[src/rtl/fifo_arb_pkg.sv]
// fifo_arb_pkg: shared state type and sizing helper for the fifo push arbiter
package fifo_arb_pkg;
  typedef enum logic {IDLE, LOCKED} state_t;
  function automatic int clog2(input int n);
    int r = 0;
    while ((1 << r) < n) r++;
    return (r < 1) ? 1 : r;
  endfunction
endpackage

[src/rtl/fifo_push_arbiter_if.sv]
// fifo_push_arbiter_if: producer request side plus std_fifo write side of the arbiter
interface fifo_push_arbiter_if #(parameter int NUM_REQ = 4, parameter int WIDTH = 8);
  logic [NUM_REQ-1:0] req;
  logic [NUM_REQ*WIDTH-1:0] req_d;
  logic [NUM_REQ-1:0] req_last;
  logic [NUM_REQ-1:0] gnt;
  logic fifo_push;
  logic [WIDTH-1:0] fifo_d;
  logic fifo_full;
  logic fifo_almost_full;
  modport slave (
    input req, req_d, req_last, fifo_full, fifo_almost_full,
    output gnt, fifo_push, fifo_d
  );
  modport master (
    output req, req_d, req_last, fifo_full, fifo_almost_full,
    input gnt, fifo_push, fifo_d
  );
endinterface

[src/rtl/fifo_push_arbiter_rr_pick.sv]
// rr_pick: combinational round-robin picker, first set req at or above ptr (wrapping)
module rr_pick #(
  parameter int N = 4,
  parameter int IW = 2
) (
  input  logic [N-1:0]  req,
  input  logic [IW-1:0] ptr,
  input  logic          enable,
  output logic [N-1:0]  grant,
  output logic [IW-1:0] idx
);
  logic found;
  always_comb begin
    found = 1'b0;
    idx = '0;
    for (int i = 0; i < N; i++) begin
      if (!found && req[(int'(ptr) + i) % N]) begin
        found = 1'b1;
        idx = IW'((int'(ptr) + i) % N);
      end
    end
    grant = (enable && found) ? N'(1) << idx : '0;
  end
endmodule

[src/rtl/fifo_push_arbiter.sv]
// fifo_push_arbiter: round-robin, burst-locking arbiter sharing one std_fifo write port
module fifo_push_arbiter
  import fifo_arb_pkg::*;
#(
  parameter int NUM_REQ = 4,
  parameter int WIDTH = 8,
  parameter int MAX_BURST = 16,
  parameter int ID_W = clog2(NUM_REQ)
) (
  input  logic            clk,
  input  logic            rst,
  fifo_push_arbiter_if.slave bus,
  output logic            busy,
  output logic [ID_W-1:0] owner,
  output logic            err_burst
);
  localparam int CNT_W = clog2(MAX_BURST + 1);
  state_t state, state_n;
  logic [ID_W-1:0] rr_ptr, rr_n, owner_n, pick_idx, sel;
  logic [CNT_W-1:0] beat_cnt, cnt_n;
  logic [NUM_REQ-1:0] pick_gnt, gnt;
  logic space, take, last, err_n, push;
  logic [WIDTH-1:0] beat, data;
  function automatic logic [ID_W-1:0] next_id(input logic [ID_W-1:0] i);
    return (int'(i) == NUM_REQ - 1) ? '0 : i + 1'b1;
  endfunction
  // the registered push still in flight consumes the last free slot
  assign space = !bus.fifo_full && !(push && bus.fifo_almost_full);
  rr_pick #(.N(NUM_REQ), .IW(ID_W)) u_pick (
    .req(bus.req), .ptr(rr_ptr), .enable(space && state == IDLE),
    .grant(pick_gnt), .idx(pick_idx)
  );
  assign sel = (state == IDLE) ? pick_idx : owner;
  assign gnt = !rst ? '0 : (state == IDLE) ? pick_gnt :
               (bus.req[owner] && space) ? NUM_REQ'(1) << owner : '0;
  assign take = |gnt;
  assign last = bus.req_last[sel];
  assign beat = bus.req_d[sel*WIDTH +: WIDTH];
  assign bus.gnt = gnt;
  assign bus.fifo_push = push;
  assign bus.fifo_d = data;
  assign busy = (state == LOCKED);
  always_comb begin
    state_n = state;
    rr_n = rr_ptr;
    owner_n = owner;
    cnt_n = beat_cnt;
    err_n = 1'b0;
    if (take && state == IDLE) begin
      owner_n = sel;
      rr_n = last ? next_id(sel) : rr_ptr;
      state_n = last ? IDLE : LOCKED;
      cnt_n = last ? beat_cnt : CNT_W'(1);
    end else if (take) begin
      if (last || beat_cnt == CNT_W'(MAX_BURST - 1)) begin
        state_n = IDLE;
        rr_n = next_id(owner);
        cnt_n = '0;
        err_n = !last;
      end else begin
        cnt_n = beat_cnt + 1'b1;
      end
    end
  end
  always_ff @(posedge clk or negedge rst) begin
    if (!rst) begin
      state <= IDLE;
      rr_ptr <= '0;
      owner <= '0;
      beat_cnt <= '0;
      push <= 1'b0;
      data <= '0;
      err_burst <= 1'b0;
    end else begin
      state <= state_n;
      rr_ptr <= rr_n;
      owner <= owner_n;
      beat_cnt <= cnt_n;
      push <= take;
      data <= take ? beat : data;
      err_burst <= err_n;
    end
  end
endmodule

[src/flat_wrapper.sv]
// flat-port wrapper written by rule: the top's interface ports become plain ports
module fifo_push_arbiter_flat import fifo_arb_pkg::*;
#(
  parameter int NUM_REQ = 4,
  parameter int WIDTH = 8,
  parameter int MAX_BURST = 16,
  parameter int ID_W = clog2(NUM_REQ)
)
  (clk, rst, busy, owner, err_burst, bus_req, bus_req_d, bus_req_last, bus_fifo_full, bus_fifo_almost_full, bus_gnt, bus_fifo_push, bus_fifo_d);
  fifo_push_arbiter_if #(.NUM_REQ(NUM_REQ), .WIDTH(WIDTH)) bus_i ();
  input  logic clk;
  input  logic rst;
  output logic busy;
  output logic [ID_W-1:0] owner;
  output logic err_burst;
  input wire logic [$bits(bus_i.req)-1:0] bus_req;
  input wire logic [$bits(bus_i.req_d)-1:0] bus_req_d;
  input wire logic [$bits(bus_i.req_last)-1:0] bus_req_last;
  input wire logic [$bits(bus_i.fifo_full)-1:0] bus_fifo_full;
  input wire logic [$bits(bus_i.fifo_almost_full)-1:0] bus_fifo_almost_full;
  output wire logic [$bits(bus_i.gnt)-1:0] bus_gnt;
  output wire logic [$bits(bus_i.fifo_push)-1:0] bus_fifo_push;
  output wire logic [$bits(bus_i.fifo_d)-1:0] bus_fifo_d;
  assign bus_i.req = bus_req;
  assign bus_i.req_d = bus_req_d;
  assign bus_i.req_last = bus_req_last;
  assign bus_i.fifo_full = bus_fifo_full;
  assign bus_i.fifo_almost_full = bus_fifo_almost_full;
  assign bus_gnt = bus_i.gnt;
  assign bus_fifo_push = bus_i.fifo_push;
  assign bus_fifo_d = bus_i.fifo_d;
  fifo_push_arbiter #(.NUM_REQ(NUM_REQ), .WIDTH(WIDTH), .MAX_BURST(MAX_BURST), .ID_W(ID_W)) u_core (.clk(clk), .rst(rst), .bus(bus_i), .busy(busy), .owner(owner), .err_burst(err_burst));
endmodule
[config.mk]
export PLATFORM = sky130hd
export DESIGN_NAME = fifo_push_arbiter_flat
export DESIGN_NICKNAME = d
export VERILOG_FILES = /design/src/rtl/fifo_arb_pkg.sv /design/src/rtl/fifo_push_arbiter_if.sv /design/src/rtl/fifo_push_arbiter_rr_pick.sv /design/src/rtl/fifo_push_arbiter.sv /design/src/flat_wrapper.sv
export SDC_FILE = /design/constraint.sdc
export NUM_CORES = 1
export LEC_CHECK = 0
export CORE_MARGIN = 2
export CORE_UTILIZATION = 43
export CTS_CLUSTER_SIZE = 8
export DETAILED_ROUTE_END_ITERATION = 8
export PLACE_DENSITY = 0.8
export SETUP_SLACK_MARGIN = 0.05
export SLEW_MARGIN = 20
export SYNTH_ARGS = -nofsm -noshare
export SYNTH_HDL_FRONTEND = slang
export SYNTH_SLANG_ARGS = --single-unit
export TNS_END_PERCENT = 50
[constraint.sdc]
create_clock -name clk -period 3.4 [get_ports clk]
set_clock_uncertainty 0.1 [all_clocks]
set_input_delay 0.68 -clock clk [delete_from_list [all_inputs] [get_ports clk]]
set_output_delay 0.68 -clock clk [all_outputs]
set_load 0.01 [all_outputs]
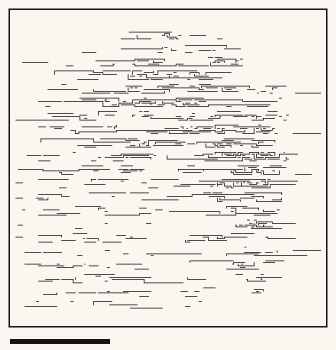
Figure 1: run 1, signal wires on met1.
Scale bar: 20 µm.
nets with wire on the layer: 211
longest straight run: 15.2 µm
share of all routed wire: 39%
main direction: horizontal
wire length on this layer: 1500 µm

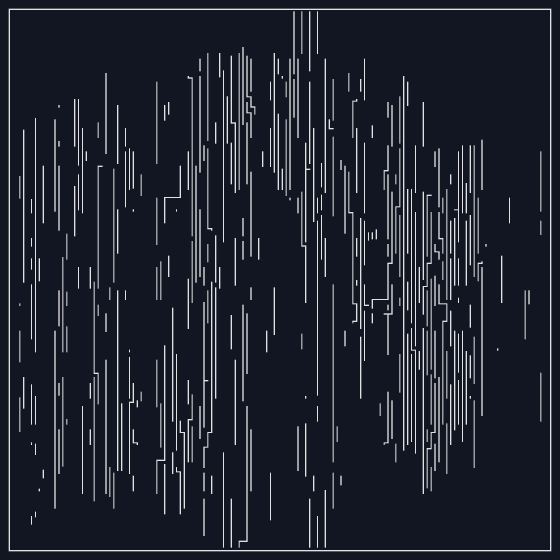
Figure 2: run 1, signal wires on met2.
share of all routed wire: 50%
main direction: vertical

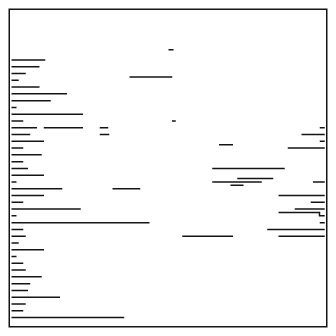
Figure 3: run 1, signal wires on met3.
share of all routed wire: 9.2%
longest straight run: 27.4 µm
nets with wire on the layer: 59
wire length on this layer: 349 µm

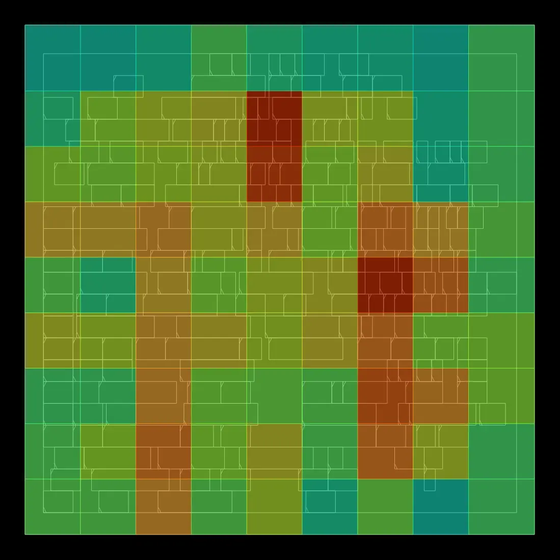
Figure 4: run 1, routing congestion map.
Total Routing Usage GR: 19.6%
layer with the highest usage: met2
grt met1 use: 22.8%
DR WL/cell: 14.8 µm

==> flow_summary_export.csv, run 1 <==
group,metric,value,unit
clock_network,worstSkewPairLatency,0.30,ns
global_routing,grt_pass1_vias,1453,
outcome,status,"finished clean",
synthesis,synth_top_cell_by_area,"dfrtp_1",
critical_path,endpoint,"bus_gnt[1]",
power,p_switching,650,µW
finish,drive_above_1_share,15.6,%
flow_run,tool_warnings,29,
synthesis,async_flop_share,100,%
global_routing,grt_overflow_total,0,
critical_path,r2r_end,"u_core.beat_cnt[0]",
finish,antenna_cells,0,
power,power,1.64,mW
critical_path,worstSetupPathType,"in -> out",
synthesis,synth_top_area_share,33.0,%
clock_network,postCtsSetupBuffers,0,
clock_network,cts_max_level,1,
floorplan,tapCellCount,46,
synthesis,ys.flops,20,
routing,num_vias,1415,
synthesis,topCellsByArea,"dfrtp_1 33%, mux4_2 7.4%, mux4_1 6.9%, mux2_2 6.7%, mux2i_1 5.9%",
power,peakVddDrop,0.361,mV
synthesis,syn-num-nets,196,
finish,fillers,284,
finish,inverters,10,
synthesis,synthFlopType,"dfrtp_1",
floorplan,die-height,63.4,µm
finish,n_all_buffers,66,
synthesis,yosysSeqAreaShare,33.0,%
finish,seq_cell_count,20,
power,swShare,39.6,%
synthesis,ys_sh_simple,12.9,%
place,dp_hpwl,3200,µm
critical_path,reg2reg_from,"u_core.owner[0]",
routing,drt-pass1-iter-count,4,
finish,comb_cells,111,
critical_path,arrival,2.42,ns
sta,hold_violations,0,
finish,largest_class,"multi-input combinational cells",
power,p_per_area,727,nW/µm²
synthesis,ys_area,1520,µm²
clock_network,clock_path_buffers,2,
==> run 1: critical path, delay by kind of cell <==
family          cells  cell delay [ns]
mux                 1             0.15
compound gates      3             0.59
buf+inv             2             0.85
simple gates        1             0.16
==> run 1: through the flow <==
step | hold slack (ns) | setup TNS, ns | setup WS [ns] | cells | instance area (µm²)
after floorplan | 0.284 | 0 | 0.733 | 146 | 1520
after global placement | 0.392 | -0.0633 | -0.0312 | 253 | 2210
after detailed placement | 0.404 | -0.472 | -0.144 | 253 | 2210
after CTS | 0.431 | 0 | 0.213 | 257 | 2260
after global routing | 0.439 | 0 | 0.0558 | 257 | 2260
final | 0.424 | 0 | 0.196 | 257 | 2260
==> run 1: power groups by stage <==
stage	Sequential [mW]	Clock [mW]	Combinational [mW]
floorplan	0.459	0	0.634
global placement	0.457	0	1.02
detailed placement	0.463	0	1.04
CTS	0.461	0.141	1.05
global route	0.479	0.150	1.13
finish	0.462	0.136	1.04
==> run 1: cell usage in the layout (no fill, tap or decap), drive strengths merged <==
cell	netlist	routed
a2111oi	1	1
a21bo	1	1
a21boi	2	2
a21oi	8	8
a221o	2	2
a221oi	1	1
a311oi	1	1
and3	3	3
buf	3	6
clkbuf	2	4
clkdlybuf4s50	0	55
dfrtp	20	20
dlygate4sd2	0	5
ha	6	6
inv	10	10
mux2	10	10
mux2i	9	9
mux4	9	9
nand2	15	15
nand2b	2	2
nand3	4	4
nor2	5	5
nor2b	3	3
nor3	2	2
nor3b	2	2
nor4	1	1
o211ai	3	3
o21ai	12	12
o22ai	2	2
o31ai	4	4
or3	2	2
or4	1	1
==> run 2: changes to the inputs <==
--- a/config.mk
+++ b/config.mk
@@ -5,6 +5,7 @@
 export SDC_FILE = /design/constraint.sdc
 export NUM_CORES = 1
 export LEC_CHECK = 0
+export CAP_MARGIN = 10
 export CORE_MARGIN = 2
 export CORE_UTILIZATION = 43
 export CTS_CLUSTER_SIZE = 8
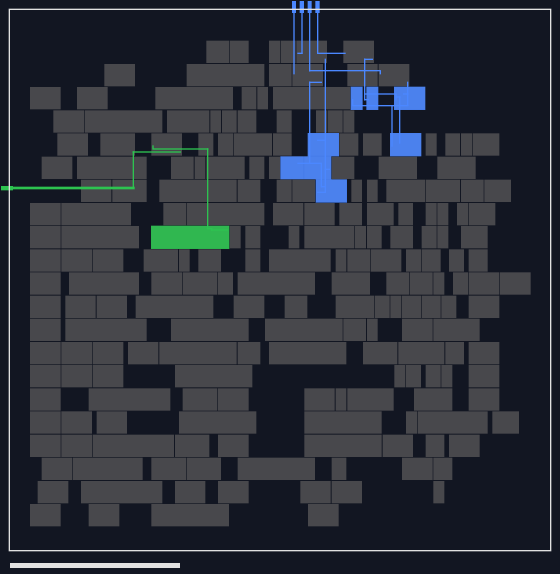
Figure 5: run 2, nets reached from selected ports.
Scale bar: 20 µm.
[green] err_burst | direction: output | end cells: 1 | buffers: 1 | wire: 42.4 µm
[blue] bus_req_last | direction: input | end cells: 8 | buffers: 4 | wire: 102 µm

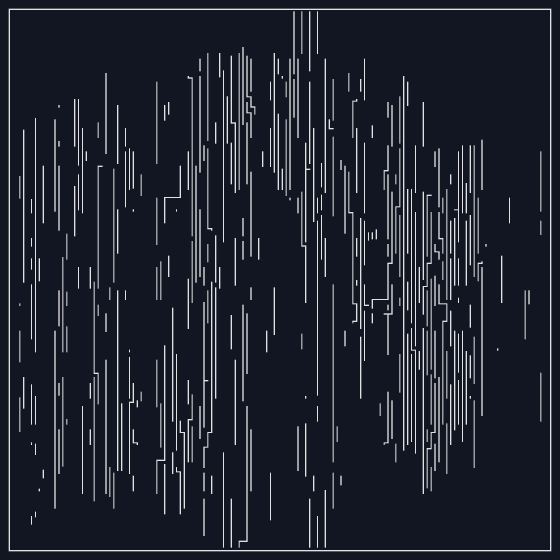
Figure 6: run 2, signal wires on met2.
longest straight run: 43.9 µm
main direction: vertical
wire length on this layer: 1910 µm
share of all routed wire: 50%

==> flow_summary_export.csv, run 2 <==
group,metric,value,unit
place,dp_hpwl,3200,µm
floorplan,initCoreUtil,45.1,%
place,io_buffers,60,
routing,drt-pass1-iter-count,4,
power,powerComb,1.04,mW
place,place_area,2210,µm²
synthesis,syn_area_per_cell,10.4,µm²
finish,final_cell_area,2260,µm²
synthesis,synth_top_area_share,33.0,%
synthesis,synth_top_cell_by_area,"dfrtp_1",
synthesis,yosysSeqAreaShare,33.0,%
routing,via_per_inst,5.51,
global_routing,grt.total_usage,19.6,%
synthesis,async_flop_share,100,%
finish,fin_nets,262,
finish,fin_util,67.2,%
clock_network,cts_max_level,1,
power,p_clk,136,µW
critical_path,path_delay_family,"buffers and inverters",
power,power,1.64,mW
synthesis,synth_cell_types,37,
power,pwr-share-clk,8.3,%
synthesis,yosysWarningCount,0,
power,peakVddDrop,0.361,mV
finish,antenna_cells,0,
finish,synthToLayoutAreaGrowth,48.8,%
synthesis,topCellsByArea,"dfrtp_1 33%, mux4_2 7.4%, mux4_1 6.9%, mux2_2 6.7%, mux2i_1 5.9%",
global_routing,grt_overflow_total,0,
synthesis,synthFlopType,"dfrtp_1",
synthesis,syn-num-nets,196,
sta,finalWorstSetupSlack,0.196,ns
place,routabilityCongestion,0.788,
finish,final_cell_count_no_fill,257,
clock_network,cts_tree,"done",
clock_network,clock_path_buffers,2,
place,dp_cells,253,
power,swShare,39.6,%
sta,final_max_slew_viol_count,0,
floorplan,core.rowCount,21,
global_routing,grt_pass1_vias,1453,
synthesis,ys.flops,20,
flow_run,tool_warnings,29,
critical_path,worstSetupPathType,"in -> out",
critical_path,arrival,2.42,ns
critical_path,r2r_end,"u_core.beat_cnt[0]",
power,top_power_group,"combinational cells",
synthesis,ys_cells,146,
finish,lay_top_count,"clkdlybuf4s50_1",
critical_path,endpoint,"bus_gnt[1]",
floorplan,core,3360,µm²
routing,num_vias,1415,
routing,wl_per_cell,14.8,µm
clock_network,cts_buffers,3,
critical_path,crit_chain,"clkdlybuf4s50_1, mux2i_1, a221oi_2, nor2b_1, o21ai_0, a21oi_1, dlygate4sd2_1",
sta,hold_slack,0.424,ns
floorplan,die-height,63.4,µm
sta,setup_viol,0,
power,p_seq,462,µW
power,p_switching,650,µW
flow_run,drv_cap,0,
critical_path,cp_num_buf_inv,2,
critical_path,reg2reg_from,"u_core.owner[0]",
sta,tns,0,ns
synthesis,ys_area,1520,µm²
power,pwr-share-comb,63.6,%
finish,lay_top_cells,"55 x clkdlybuf4s50_1, 20 x dfrtp_1, 15 x nand2_1",
outcome,status,"finished clean",
routing,route.met2.wl,1910,µm
critical_path,path_max_fanout,6,
sta,hold_violations,0,
critical_path,cp_num_cells,7,
clock_network,worstSkewPairLatency,0.30,ns
global_routing,antenna_found_initial,0,
sta,period_needed,3.20,ns
finish,drive_above_1_share,15.6,%
power,p_per_area,727,nW/µm²
place,dp_slack,-0.144,ns
## run 2: routing by layer
layer  vias up  global-route usage, %
met1       651                   22.8
met3         8                   5.18
met4         0                   5.98
met2        70                   34.9
met5         -                      0
li1        686                      -
## run 2: worst min path at each step
stage | slack (ns) | to | start
after global routing | 0.44 | u_core.bus.fifo_d[5] | u_core.bus.fifo_d[5]
after detailed placement | 0.40 | u_core.bus.fifo_d[5] | u_core.bus.fifo_d[5]
after CTS | 0.43 | u_core.bus.fifo_d[5] | u_core.bus.fifo_d[5]
after floorplan | 0.28 | u_core.beat_cnt[0] | rst
final | 0.42 | u_core.bus.fifo_d[6] | u_core.bus.fifo_d[6]
after global placement | 0.39 | u_core.bus.fifo_d[6] | u_core.bus.fifo_d[6]
## run 2: cell type report
type	count	area [µm²]
well taps	46	57.6
flip-flops and latches	20	500
multi-input cells	111	975
fillers	284	1100
repair buffers	66	652
inverters	10	37.5
clock buffers	4	36.3
## run 2: cells by family (layout without fill, tap and decap cells)
group | count (synthesis) | count (layout) | synth area share (%)
AND/OR/NAND/NOR | 40 | 40 | 12.9
AND-OR/OR-AND | 37 | 37 | 16.9
multiplexers | 28 | 28 | 27.9
flip-flops | 20 | 20 | 33.0
buffers and inverters | 15 | 80 | 4.29
adder cells (fa/ha/maj) | 6 | 6 | 4.95
## run 2: worst reg2reg max path, delay by kind of cell (launching register included)
kind            cells  cell delay (ns)
flops               1             0.56
fa+ha+maj           1             0.23
simple gates        3             0.90
buf+inv             2             0.39
compound gates      3             0.44
## run 2: repair_timing
action	CTS	global route
setup buffers	0	0
hold buffers	0	0
endpoints found under the setup margin	4	0
gates resized	10	0
==> run 3: changes to the inputs <==
--- a/config.mk
+++ b/config.mk
@@ -8,7 +8,7 @@
 export CAP_MARGIN = 10
 export CORE_MARGIN = 2
 export CORE_UTILIZATION = 43
-export CTS_CLUSTER_SIZE = 8
+export CTS_CLUSTER_SIZE = 12
 export DETAILED_ROUTE_END_ITERATION = 8
 export PLACE_DENSITY = 0.8
 export SETUP_SLACK_MARGIN = 0.05
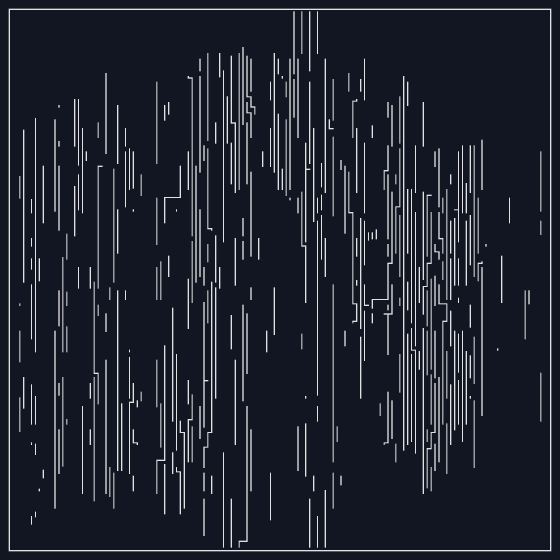
Figure 7: run 3, signal wires on met2.
share of all routed wire: 50%
main direction: vertical
wire length on this layer: 1910 µm
longest straight run: 43.9 µm
nets with wire on the layer: 228

==> flow_summary_export.csv, run 3 <==
group,metric,value,unit
outcome,status,"finished clean",
sta,hold_slack,0.424,ns
place,dp_hpwl,3200,µm
synthesis,ys_area,1520,µm²
floorplan,core.rowCount,21,
clock_network,worstSkewPairLatency,0.30,ns
synthesis,netlist_top_cells_count,"20 x dfrtp_1, 15 x nand2_1, 10 x inv_1, 10 x o21ai_0",
synthesis,syn_area_per_cell,10.4,µm²
synthesis,synth_top_area_share,33.0,%
finish,fin_util,67.2,%
critical_path,crit_path_top_delay_cell,"clkdlybuf4s50_1",
place,dp_cells,253,
finish,antenna_cells,0,
power,pwr-share-clk,8.3,%
power,p_switching,650,µW
routing,drt-pass1-iter-count,4,
clock_network,cts_tree,"done",
sta,final_max_slew_viol_count,0,
synthesis,ys.flops,20,
synthesis,ys_cells,146,
min_path,holdPathEnd,"u_core.bus.fifo_d[6]",
clock_network,postCtsSetupBuffers,0,
sta,fmax,0.312,GHz
clock_network,clock_path_buffers,2,
power,powerComb,1.04,mW
synthesis,topCellsByArea,"dfrtp_1 33%, mux4_2 7.4%, mux4_1 6.9%, mux2_2 6.7%, mux2i_1 5.9%",
floorplan,die_w,63.4,µm
synthesis,synth_top_cell_by_area,"dfrtp_1",
sta,tns,0,ns
critical_path,r2r_end,"u_core.beat_cnt[0]",
sta,setup_viol,0,
power,p_clk,136,µW
synthesis,synth_cell_types,37,
synthesis,yosysSeqAreaShare,33.0,%
finish,fin_nets,262,
finish,final_cell_count_no_fill,257,
routing,via_per_inst,5.51,
floorplan,die-height,63.4,µm
place,dp_slack,-0.144,ns
power,peakVddDrop,0.361,mV
power,power.internal,991,µW
finish,drive_above_1_share,15.6,%
sta,finalWorstSetupSlack,0.196,ns
global_routing,grt_overflow_total,0,
place,place_area,2210,µm²
power,power,1.64,mW
critical_path,arrival,2.42,ns
routing,wl_per_cell,14.8,µm
clock_network,cts_buffers,3,
synthesis,synthFlopType,"dfrtp_1",
floorplan,ios,61,
place,routabilityCongestion,0.788,
critical_path,critPathRequiredTime,2.62,ns
finish,lay_top_cells,"55 x clkdlybuf4s50_1, 20 x dfrtp_1, 15 x nand2_1",
routing,num_vias,1415,
sta,period_needed,3.20,ns
synthesis,syn-num-nets,196,
sta,worstMarginPinSlew,0.430,ns
floorplan,initCoreUtil,45.1,%
critical_path,worstSetupPathType,"in -> out",
power,p_per_area,727,nW/µm²
critical_path,crit_chain,"clkdlybuf4s50_1, mux2i_1, a221oi_2, nor2b_1, o21ai_0, a21oi_1, dlygate4sd2_1",
global_routing,grt.total_usage,19.6,%
synthesis,async_flop_share,100,%
clock_network,cts_max_level,1,
min_path,hold_path.class,"reg -> reg",
floorplan,core,3360,µm²
power,top_power_group,"combinational cells",
critical_path,path_max_fanout,6,
sta,hold_violations,0,
global_routing,grt_pass1_vias,1453,
synthesis,yosysWarningCount,0,
critical_path,reg2reg_from,"u_core.owner[0]",
clock_network,clockRootBuffer,"clkbuf_4",
flow_run,tool_warnings,29,
finish,synthToLayoutAreaGrowth,48.8,%
min_path,hold_start,"u_core.bus.fifo_d[6]",
power,pwr-share-comb,63.6,%
place,io_buffers,60,
power,p_seq,462,µW
finish,lay_top_count,"clkdlybuf4s50_1",
global_routing,antenna_found_initial,0,
critical_path,reg2reg_setup_slack,0.72,ns
finish,final_cell_area,2260,µm²
flow_run,drv_cap,0,
power,swShare,39.6,%
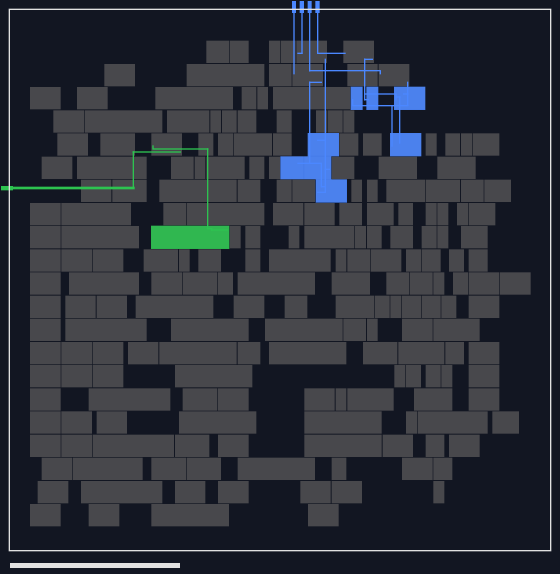
Figure 8: run 3, nets reached from selected ports.
Scale bar: 20 µm.
[blue] bus_req_last | direction: input | end cells: 8 | buffers: 4 | wire: 102 µm
[green] err_burst | direction: output | end cells: 1 | buffers: 1 | wire: 42.4 µm

==> run 3: cell counts in the layout (fill, tap and decap cells not counted) <==
Identical to the previous run, type by type.
==> run 3: worst max-delay path by stage <==
stage / from / end / slack (ns) / cells past startpoint
after detailed placement: bus_req[0] / bus_gnt[0] / -0.14 / 6
final: bus_req[1] / bus_gnt[1] / 0.20 / 7
after global placement: bus_req[1] / bus_gnt[3] / -0.03 / 7
after global routing: bus_req[0] / bus_gnt[1] / 0.06 / 8
after CTS: bus_req[0] / bus_gnt[1] / 0.21 / 8
after floorplan: u_core.owner[0] / u_core.bus.fifo_d[0] / 0.73 / 8
==> run 3: final cells by class <==
cell class	count	area, µm²
Inverter	10	37.5
Sequential cell	20	500
Fill cell	284	1100
Tap cell	46	57.6
Clock buffer	4	36.3
Multi-Input combinational cell	111	975
Timing Repair Buffer	66	652
==> run 3: per-layer routing <==
layer / vias up / GRT usage, % / part of all wire [%]
li1: 686 / - / -
met1: 651 / 22.8 / 39
met2: 70 / 34.9 / 50
met3: 8 / 5.18 / 9.1
met4: 0 / 5.98 / 1.5
met5: - / 0 / 0
==> run 3: critical path: cells and delay by family <==
family	cells	cell delay [ns]
muxes	1	0.15
and+or+nand+nor	1	0.16
AOI/OAI and AO/OA	3	0.59
buffers and inverters	2	0.85
==> run 3: kinds of logic after synthesis <==
logic type	count (synthesis)	share of synthesized area (%)
AOI/OAI and AO/OA	37	16.9
adders and majority gates	6	4.95
buffers and inverters	15	4.29
DFF	20	33.0
muxes	28	27.9
and+or+nand+nor	40	12.9
==> run 3: timing repair <==
action	in CTS	in global routing
hold buffers	0	0
gates resized	10	0
endpoints found under the setup margin	4	0
Power is estimated from default activity; no workload was simulated.
